Logic cells by family:
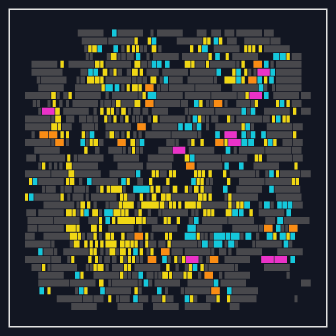
Sequential cells coloured by netlist name:
Other sequential cells in the stronger grey, the rest of the logic in the fainter grey.
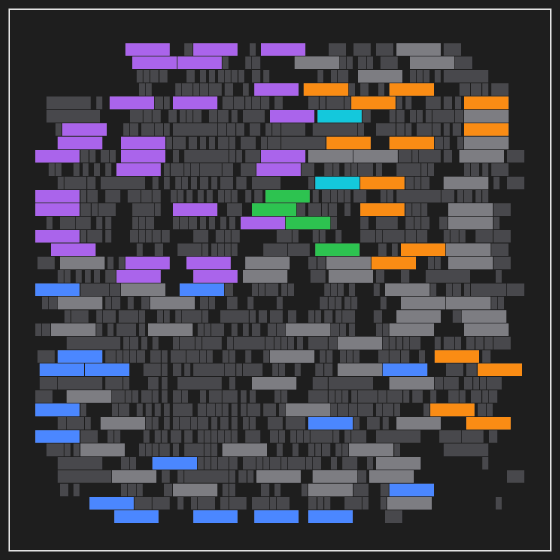
Clock nets:
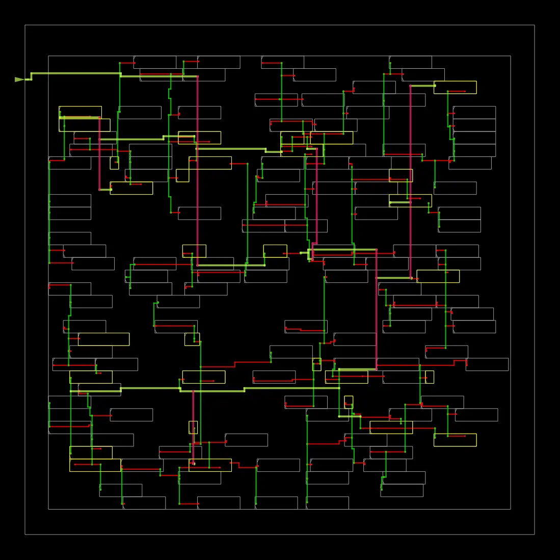
Routed clock nets over the placement:
Scale bar: 20 microns.
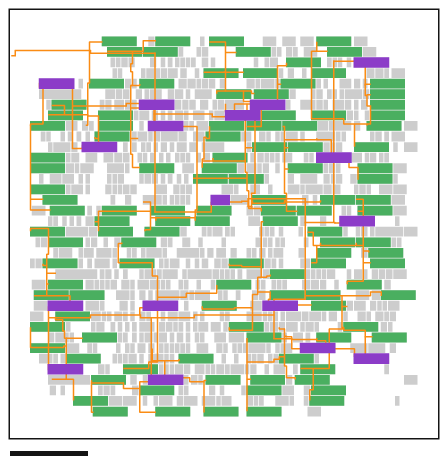
Cells coloured by class:
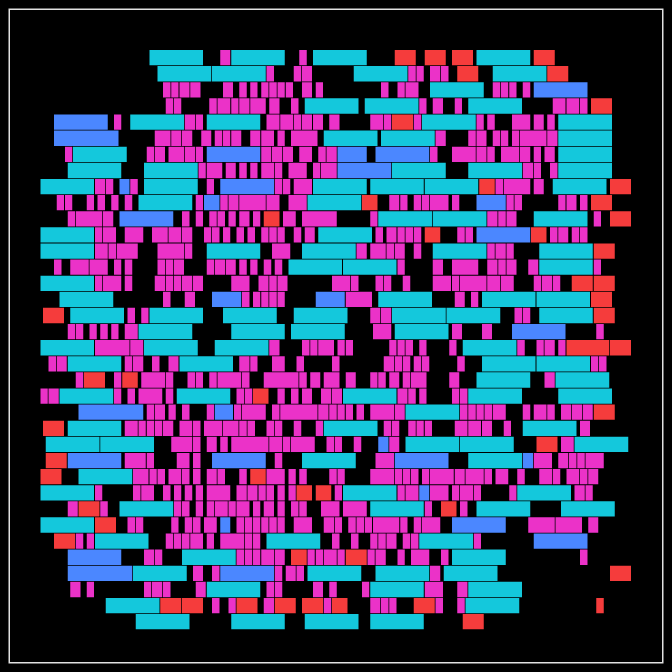
File: src/rtl/pulse_freq_meter_if.sv
// Signal bundle between the pulse generator side and pulse_freq_meter.
// The master drives Pulse; the meter (slave) returns the measurement.
interface pulse_freq_meter_if #(
    parameter int CNT_W = 16
) ();
    logic             Pulse;
    logic [CNT_W-1:0] Freq_Count;
    logic [15:0]      Freq_BCD;
    logic             Overflow;
    logic             Valid;

    modport master (
        output Pulse,
        input  Freq_Count, Freq_BCD, Overflow, Valid
    );

    modport slave (
        input  Pulse,
        output Freq_Count, Freq_BCD, Overflow, Valid
    );
endinterface

File: src/rtl/pulse_freq_meter.sv
// Counts rising edges of Pulse over a GATE_CYCLES window; reports binary + 4-digit BCD.
// Optional macro FREQ_METER_SYNC_EN inserts a 2-flop synchronizer on Pulse.
module pulse_freq_meter #(
    parameter int GATE_CYCLES = 100000000,
    parameter int CNT_W       = 16
) (
    input  logic              sysclk,
    input  logic              reset,
    pulse_freq_meter_if.slave meter
);

    localparam int GATE_W = (GATE_CYCLES > 1) ? $clog2(GATE_CYCLES) : 1;
    localparam logic [GATE_W-1:0] GATE_LAST = GATE_W'(GATE_CYCLES - 1);

    typedef enum logic [1:0] {IDLE, CONV, DONE} state_t;

    logic pulse_s;
    logic pulse_live;

`ifdef FREQ_METER_SYNC_EN
    logic sync1, sync2;
    logic fill1, fill2;

    // fill tracks when the synchronizer holds a real sample rather than reset zeros
    always_ff @(posedge sysclk or negedge reset) begin
        if (!reset) begin
            sync1 <= 1'b0;
            sync2 <= 1'b0;
            fill1 <= 1'b0;
            fill2 <= 1'b0;
        end else begin
            sync1 <= meter.Pulse;
            sync2 <= sync1;
            fill1 <= 1'b1;
            fill2 <= fill1;
        end
    end

    always_comb begin
        pulse_s    = sync2;
        pulse_live = fill2;
    end
`else
    always_comb begin
        pulse_s    = meter.Pulse;
        pulse_live = 1'b1;
    end
`endif

    logic pulse_d;
    logic primed;
    logic edge_det;

    // primed: a genuine low must be seen first, so a level high at reset release is no edge
    always_ff @(posedge sysclk or negedge reset) begin
        if (!reset) begin
            pulse_d <= 1'b0;
            primed  <= 1'b0;
        end else begin
            pulse_d <= pulse_s;
            if (pulse_live && !pulse_s) begin
                primed <= 1'b1;
            end
        end
    end

    always_comb begin
        edge_det = pulse_s & ~pulse_d & primed;
    end

    logic [GATE_W-1:0] gate;
    logic [CNT_W-1:0]  edge_cnt;
    logic [CNT_W-1:0]  cnt_inc;
    logic [31:0]       count_ext;
    logic              terminal;
    logic              over;
    logic [15:0]       bin_load;

    always_comb begin
        terminal  = (gate == GATE_LAST);
        cnt_inc   = (edge_det && (edge_cnt != '1)) ? edge_cnt + CNT_W'(1) : edge_cnt;
        count_ext = 32'(cnt_inc);
        over      = (count_ext > 32'd9999);
        bin_load  = over ? 16'd9999 : count_ext[15:0];
    end

    always_ff @(posedge sysclk or negedge reset) begin
        if (!reset) begin
            gate             <= '0;
            edge_cnt         <= '0;
            meter.Freq_Count <= '0;
        end else begin
            if (terminal) begin
                gate             <= '0;
                edge_cnt         <= '0;
                meter.Freq_Count <= cnt_inc;
            end else begin
                gate     <= gate + GATE_W'(1);
                edge_cnt <= cnt_inc;
            end
        end
    end

    state_t      state, state_next;
    logic [3:0]  shift_cnt;
    logic [15:0] bin;
    logic [14:0] bcd;
    logic [11:0] adj;
    logic        ovf_cap;
    logic        shift_en;
    logic        last_shift;

    // The thousands digit is at most 4 before any shift (value <= 9999), so it
    // never needs the +3 step and bcd only has to hold 15 bits between shifts.
    always_comb begin
        state_next  = state;
        shift_en    = 1'b0;
        meter.Valid = 1'b0;
        last_shift  = (shift_cnt == 4'd15);
        adj         = bcd[11:0];
        for (int unsigned n = 0; n < 3; n++) begin
            if (bcd[4*n +: 4] >= 4'd5) begin
                adj[4*n +: 4] = bcd[4*n +: 4] + 4'd3;
            end
        end
        case (state)
            IDLE: begin
                if (terminal) begin
                    state_next = CONV;
                end
            end
            CONV: begin
                shift_en = 1'b1;
                if (last_shift) begin
                    state_next = DONE;
                end
            end
            DONE: begin
                meter.Valid = 1'b1;
                state_next  = IDLE;
            end
            default: state_next = IDLE;
        endcase
    end

    always_ff @(posedge sysclk or negedge reset) begin
        if (!reset) begin
            state          <= IDLE;
            shift_cnt      <= '0;
            bin            <= '0;
            bcd            <= '0;
            ovf_cap        <= 1'b0;
            meter.Freq_BCD <= '0;
            meter.Overflow <= 1'b0;
        end else begin
            state <= state_next;
            if (state == IDLE && terminal) begin
                bin       <= bin_load;
                bcd       <= '0;
                ovf_cap   <= over;
                shift_cnt <= '0;
            end
            if (shift_en) begin
                bcd       <= {bcd[13:12], adj, bin[15]};
                bin       <= {bin[14:0], 1'b0};
                shift_cnt <= shift_cnt + 4'd1;
                if (last_shift) begin
                    meter.Freq_BCD <= {bcd[14:12], adj, bin[15]};
                    meter.Overflow <= ovf_cap;
                end
            end
        end
    end

endmodule

File: src/flat_wrapper.sv
// flat-port wrapper written by rule: the top's interface ports become plain ports
module pulse_freq_meter_flat 
#(
    parameter int GATE_CYCLES = 100000000,
    parameter int CNT_W       = 16
)
  (sysclk, reset, meter_Pulse, meter_Freq_Count, meter_Freq_BCD, meter_Overflow, meter_Valid);
  pulse_freq_meter_if #(.CNT_W(CNT_W)) meter_i ();
  input  logic sysclk;
  input  logic reset;
  input wire logic [$bits(meter_i.Pulse)-1:0] meter_Pulse;
  output wire logic [$bits(meter_i.Freq_Count)-1:0] meter_Freq_Count;
  output wire logic [$bits(meter_i.Freq_BCD)-1:0] meter_Freq_BCD;
  output wire logic [$bits(meter_i.Overflow)-1:0] meter_Overflow;
  output wire logic [$bits(meter_i.Valid)-1:0] meter_Valid;
  assign meter_i.Pulse = meter_Pulse;
  assign meter_Freq_Count = meter_i.Freq_Count;
  assign meter_Freq_BCD = meter_i.Freq_BCD;
  assign meter_Overflow = meter_i.Overflow;
  assign meter_Valid = meter_i.Valid;
  pulse_freq_meter #(.GATE_CYCLES(GATE_CYCLES), .CNT_W(CNT_W)) u_core (.sysclk(sysclk), .reset(reset), .meter(meter_i));
endmodule
File: config.mk
export PLATFORM = sky130hd
export DESIGN_NAME = pulse_freq_meter_flat
export DESIGN_NICKNAME = d
export VERILOG_FILES = /design/src/rtl/pulse_freq_meter_if.sv /design/src/rtl/pulse_freq_meter.sv /design/src/flat_wrapper.sv
export SDC_FILE = /design/constraint.sdc
export NUM_CORES = 1
export LEC_CHECK = 0
export ABC_AREA = 1
export CAP_MARGIN = 20
export CORE_MARGIN = 5
export CORE_UTILIZATION = 59
export DETAILED_ROUTE_END_ITERATION = 10
export GPL_ROUTABILITY_DRIVEN = 0
export HOLD_SLACK_MARGIN = 0.15
export PLACE_DENSITY = 0.79
export RECOVER_POWER = 25
export SLEW_MARGIN = 20
export SYNTH_ARGS = -nofsm -noshare
export SYNTH_HDL_FRONTEND = slang
export SYNTH_SLANG_ARGS = --single-unit
File: constraint.sdc
create_clock -name sysclk -period 2.8 [get_ports sysclk]
set_input_delay 0.56 -clock sysclk [delete_from_list [all_inputs] [get_ports sysclk]]
set_output_delay 0.56 -clock sysclk [all_outputs]
set_load 0.05 [all_outputs]
==> ci_impl_report.md <==
## PnR job results

| Metric | Value |
|---|---|
| Outcome | `complete, but fails checks` |
| Failing checks | `max-capacitance violations, max-slew violations` |
| GRT Overall Usage | `24.60%` |
| CP required | `between 3000 and 4000 ps` |
| # resized after CTS | `0` |
| Diodes inserted | `0` |
| Cells in synth_stat.txt | `between 700 and 800` |
| Crit-path max FO | `10` |
| Pwr Density | `615.4 nW/um^2` |
| CTS clock-pin slew for the worst setup and hold paths | `roughly 60 ps` |
| Largest net degree at the start of global routing | `59` |
| Final Net Count | `between 700 and 800` |
| Skew-Pair Late Insertion Delay | `530 ps` |
| Critical path class | `flip-flop to flip-flop` |
| Max Cap Violations | `1` |
| Max transition margin | `-8.997%` |
| Post-layout min period | `2520 ps` |
| Worst Setup End Kind | `flip-flop` |
| Initial antenna violation count | `0` |
| Crit path buffers/inverters | `3` |
| Crit path cell chain | `ha_1 > inv_1 > nor2_4 > nand2_4 > nor2_4 > nor2_4 > buf_4 > nand2_1 > nand2_1 > inv_1 > nand2_1 > a21oi_4 > nand2_4 > nand2_2 > nand2_1` |
| H-tree Lvls | `4` |
| Top-count cell post-synth | `nand2_1` |
| Maximum VDD drop | `0.0007569 V` |
| Total Power | `4.348 mW` |
| Fin. Hold Viols | `0` |
| Die H | `110.0 microns` |
| OpenROAD warnings | `29` |
| FP Util | `60.42%` |
| TNS Setup | `0 ps` |
| Vias in the first global route | `4985` |
| Register area share after synthesis | `49.15%` |
| CP top delay family | `simple AND/OR/NAND/NOR gates` |
| First drt pass iteration count | `5` |
| Antenna-violating nets left | `0` |
| Synth Flop Type | `dfrtp_1` |
| Chip Area | `12110 sq um` |
| PortBufs | `36` |
| Min-Delay Path Class | `flip-flop to flip-flop` |
| Cycle use final | `roughly 90%` |
| Area share, top type | `49.15%` |
| CTS max path bufs | `2` |
| Number of DRC violations after detailed-routing iteration 0 | `302` |
| EDFF count, synth | `0` |
| Final core occ | `72.29%` |
| Achievable Freq | `396.8 MHz` |
| Via count | `just under 5000` |
| Synth cell types | `41` |
| CTS Root Cell | `clkbuf_8` |
| WL final | `around 13000 microns` |
| P_leak | `3.344 nW` |
| Vias/cell | `5.369` |
| # DRC | `0` |
| Share of cells above drive strength 1 | `11.20%` |
| RSZ-0062 raised after global routing | `false` |
| Die width | `110.0 microns` |
| Tightest Pin Transition | `between 1500 and 2000 ps` |
| Asr flop ratio synth | `100.0%` |
| Crit path arrival time | `between 2000 and 3000 ps` |
| Total CTS buffers | `17` |
| I/O Pins | `37` |
| Global-route wire length before repair | `23090 microns` |
| Post-detail-place hpwl | `about 9300 microns` |
| Post-Syn Nets | `approximately 730` |
| Synth area leader | `dfrtp_1` |
| Fin. max-slew vios | `29` |
| Yosys warning count | `0` |
| R2r setup slk | `280 ps` |
| CTS tree | `done` |
| DR WL/cell | `14.42 microns` |
| Mapped cell area | `around 6000 sq um` |
| Crit path top cell by count | `nand2_1` |
| Max incr delay on CP | `500 ps` |
| Cell count after synthesis | `721` |
| Ys flops | `116` |
| Yosys synthesis chip area | `5906 sq um` |
| Worst setup SP type | `flip-flop` |
| Congestion Overflow GR | `0` |
| Max stage delay cell, worst path | `dfrtp_1` |
| Commonest cells in the netlist | `181 x nand2_1, 116 x dfrtp_1, 97 x inv_1` |
| Worst hold margin | `470.9 ps` |
| Avg Synthesized Cell Area | `8.191 sq um` |
| Layout area overhead | `19.64%` |
| Row Count | `36` |
| Top cells by area, synth | `dfrtp_1 49%, nand2_1 12%, inv_1 6.2%, o21ai_0 4.7%, nor2_1 4.3%` |
| Final Setup Violations | `0` |
Notes on 'logic cells by family' above:
- cyan: aoi and oai cells (cells 105; most used o21ai_0)
- yellow: nand cells (cells 243; most used nand2_1)
- magenta: fa/ha/maj cells (cells 9; most used ha_1)
- orange: xor and xnor cells (cells 20; most used xor2_1)

Notes on 'sequential cells coloured by netlist name' above:
- cyan: u_core.state (sequential cells 2)
- purple: u_core.gate (sequential cells 27)
- green: u_core.shift_cnt (sequential cells 4)
- orange: u_core.bcd (sequential cells 15)
- blue: u_core.meter.Freq_Count (sequential cells 16)
- not coloured: 52

Notes on 'clock nets' above:
clock-net power: 2.15 mW
skew final: 8.245 ps
Clock Sinks: 116
Clock Buffer Count: 20

Notes on 'routed clock nets over the placement' above:
- green: flip-flops (count 116)
- purple: clock-net drivers (count 17)
- orange: clock wires (length 1520 microns)
- routed clock nets: 18
- flops lie: spread over the die

Notes on 'cells coloured by class' above:
- magenta: remaining logic cells (cells 589)
- cyan: sequential cells (cells 116)
- blue: clock drivers and dummy loads (cells 30)
- red: remaining buffers and delay cells (cells 51)
core area: 9774 sq um
post-route cell area: 7066 sq um

[logic make-up after synthesis]
kind of cell / share of synthesized area (%)
buffers and inverters: 7.945
DFF: 49.15
and+or+nand+nor: 27.12
xor gates and xnor gates: 2.966
adders and majority gates: 1.907
AOI/OAI and AO/OA: 10.91
[per-stage QoR]
stage	instance area (sq um)	setup slack [ps]	instances
6_report	7066	280.1	919
3_3_place_gp	6472	124.5	888
4_1_cts	7069	312.3	919
3_5_place_dp	6472	53.03	888
5_1_grt	7066	140.8	919
2_1_floorplan	5906	757.4	721
[final timing paths]
path | from | end | cells past startpoint
max in group asynchronous | reset | u_core.meter.Freq_Count[13] | 3
max | u_core.edge_cnt[0] | u_core.ovf_cap | 15
min | u_core.primed | u_core.primed | 2
min in group asynchronous | reset | u_core.bcd[3] | 2
max reg2reg | u_core.edge_cnt[0] | u_core.ovf_cap | 15
min reg2reg | u_core.primed | u_core.primed | 2
[layout by cell type, fill, tap and decap left out, types with 9 or more instances in the layout]
master / n
nor2_1: 68
clkdlybuf4s50_1: 34
xor2_1: 20
o21ai_0: 55
nand4_1: 13
dfrtp_1: 116
buf_4: 13
o21ai_1: 10
clkbuf_16: 16
a21oi_1: 16
nor3_1: 11
inv_1: 97
ha_1: 9
o22ai_1: 14
nand3_1: 30
nand2_1: 181
[routing by layer]
metal / wire length [microns] / global-route usage (%) / vias up
li1: - / - / 2419
met1: 5802 / 31.46 / 2373
met2: 6520 / 40.12 / 121
met3: 705 / 6.348 / 21
met4: 224 / 9.706 / 0
met5: 0 / 0 / -
[power by group]
| group | switching [mW] | internal (mW) |
|---|---|---|
| clock network | 0.744 | 1.41 |
| logic | 0.256 | 0.132 |
| registers | 0.0767 | 1.73 |
| total | 1.08 | 3.27 |
[worst min-delay path, cell delays in order (launching register included)]
cell	delay, ps
dfrtp_1	320
inv_1	70
nand2_1	50
[registers in the layout, summed over array words and instances (netlist names)]
signal,cells
u_core.meter.Freq_Count,16
u_core.meter.Overflow,1
u_core.gate,27
u_core.meter.Freq_BCD,16
u_core.pulse_d,1
u_core.bin,16
u_core.bcd,15
u_core.edge_cnt,16
u_core.primed,1
u_core.shift_cnt,4
u_core.state,2
u_core.ovf_cap,1
[area by class of cell]
type                    instances  area (sq um)
flip-flops and latches        116          2903
clock inverters                10         131.4
inverters                     105         394.1
repair buffers                 51         481.7
fillers                       732          2709
multi-input cells             484          2534
well taps                     133         166.4
clock buffers                  20         455.4
[what timing repair did]
| item | CTS | global route |
|---|---|---|
| setup buffers | 0 | 0 |
| hold endpoints to repair | 27 | 0 |
| hold buffers | 1 | 0 |
No activity file was given, so power comes from the tool's default toggle rates.
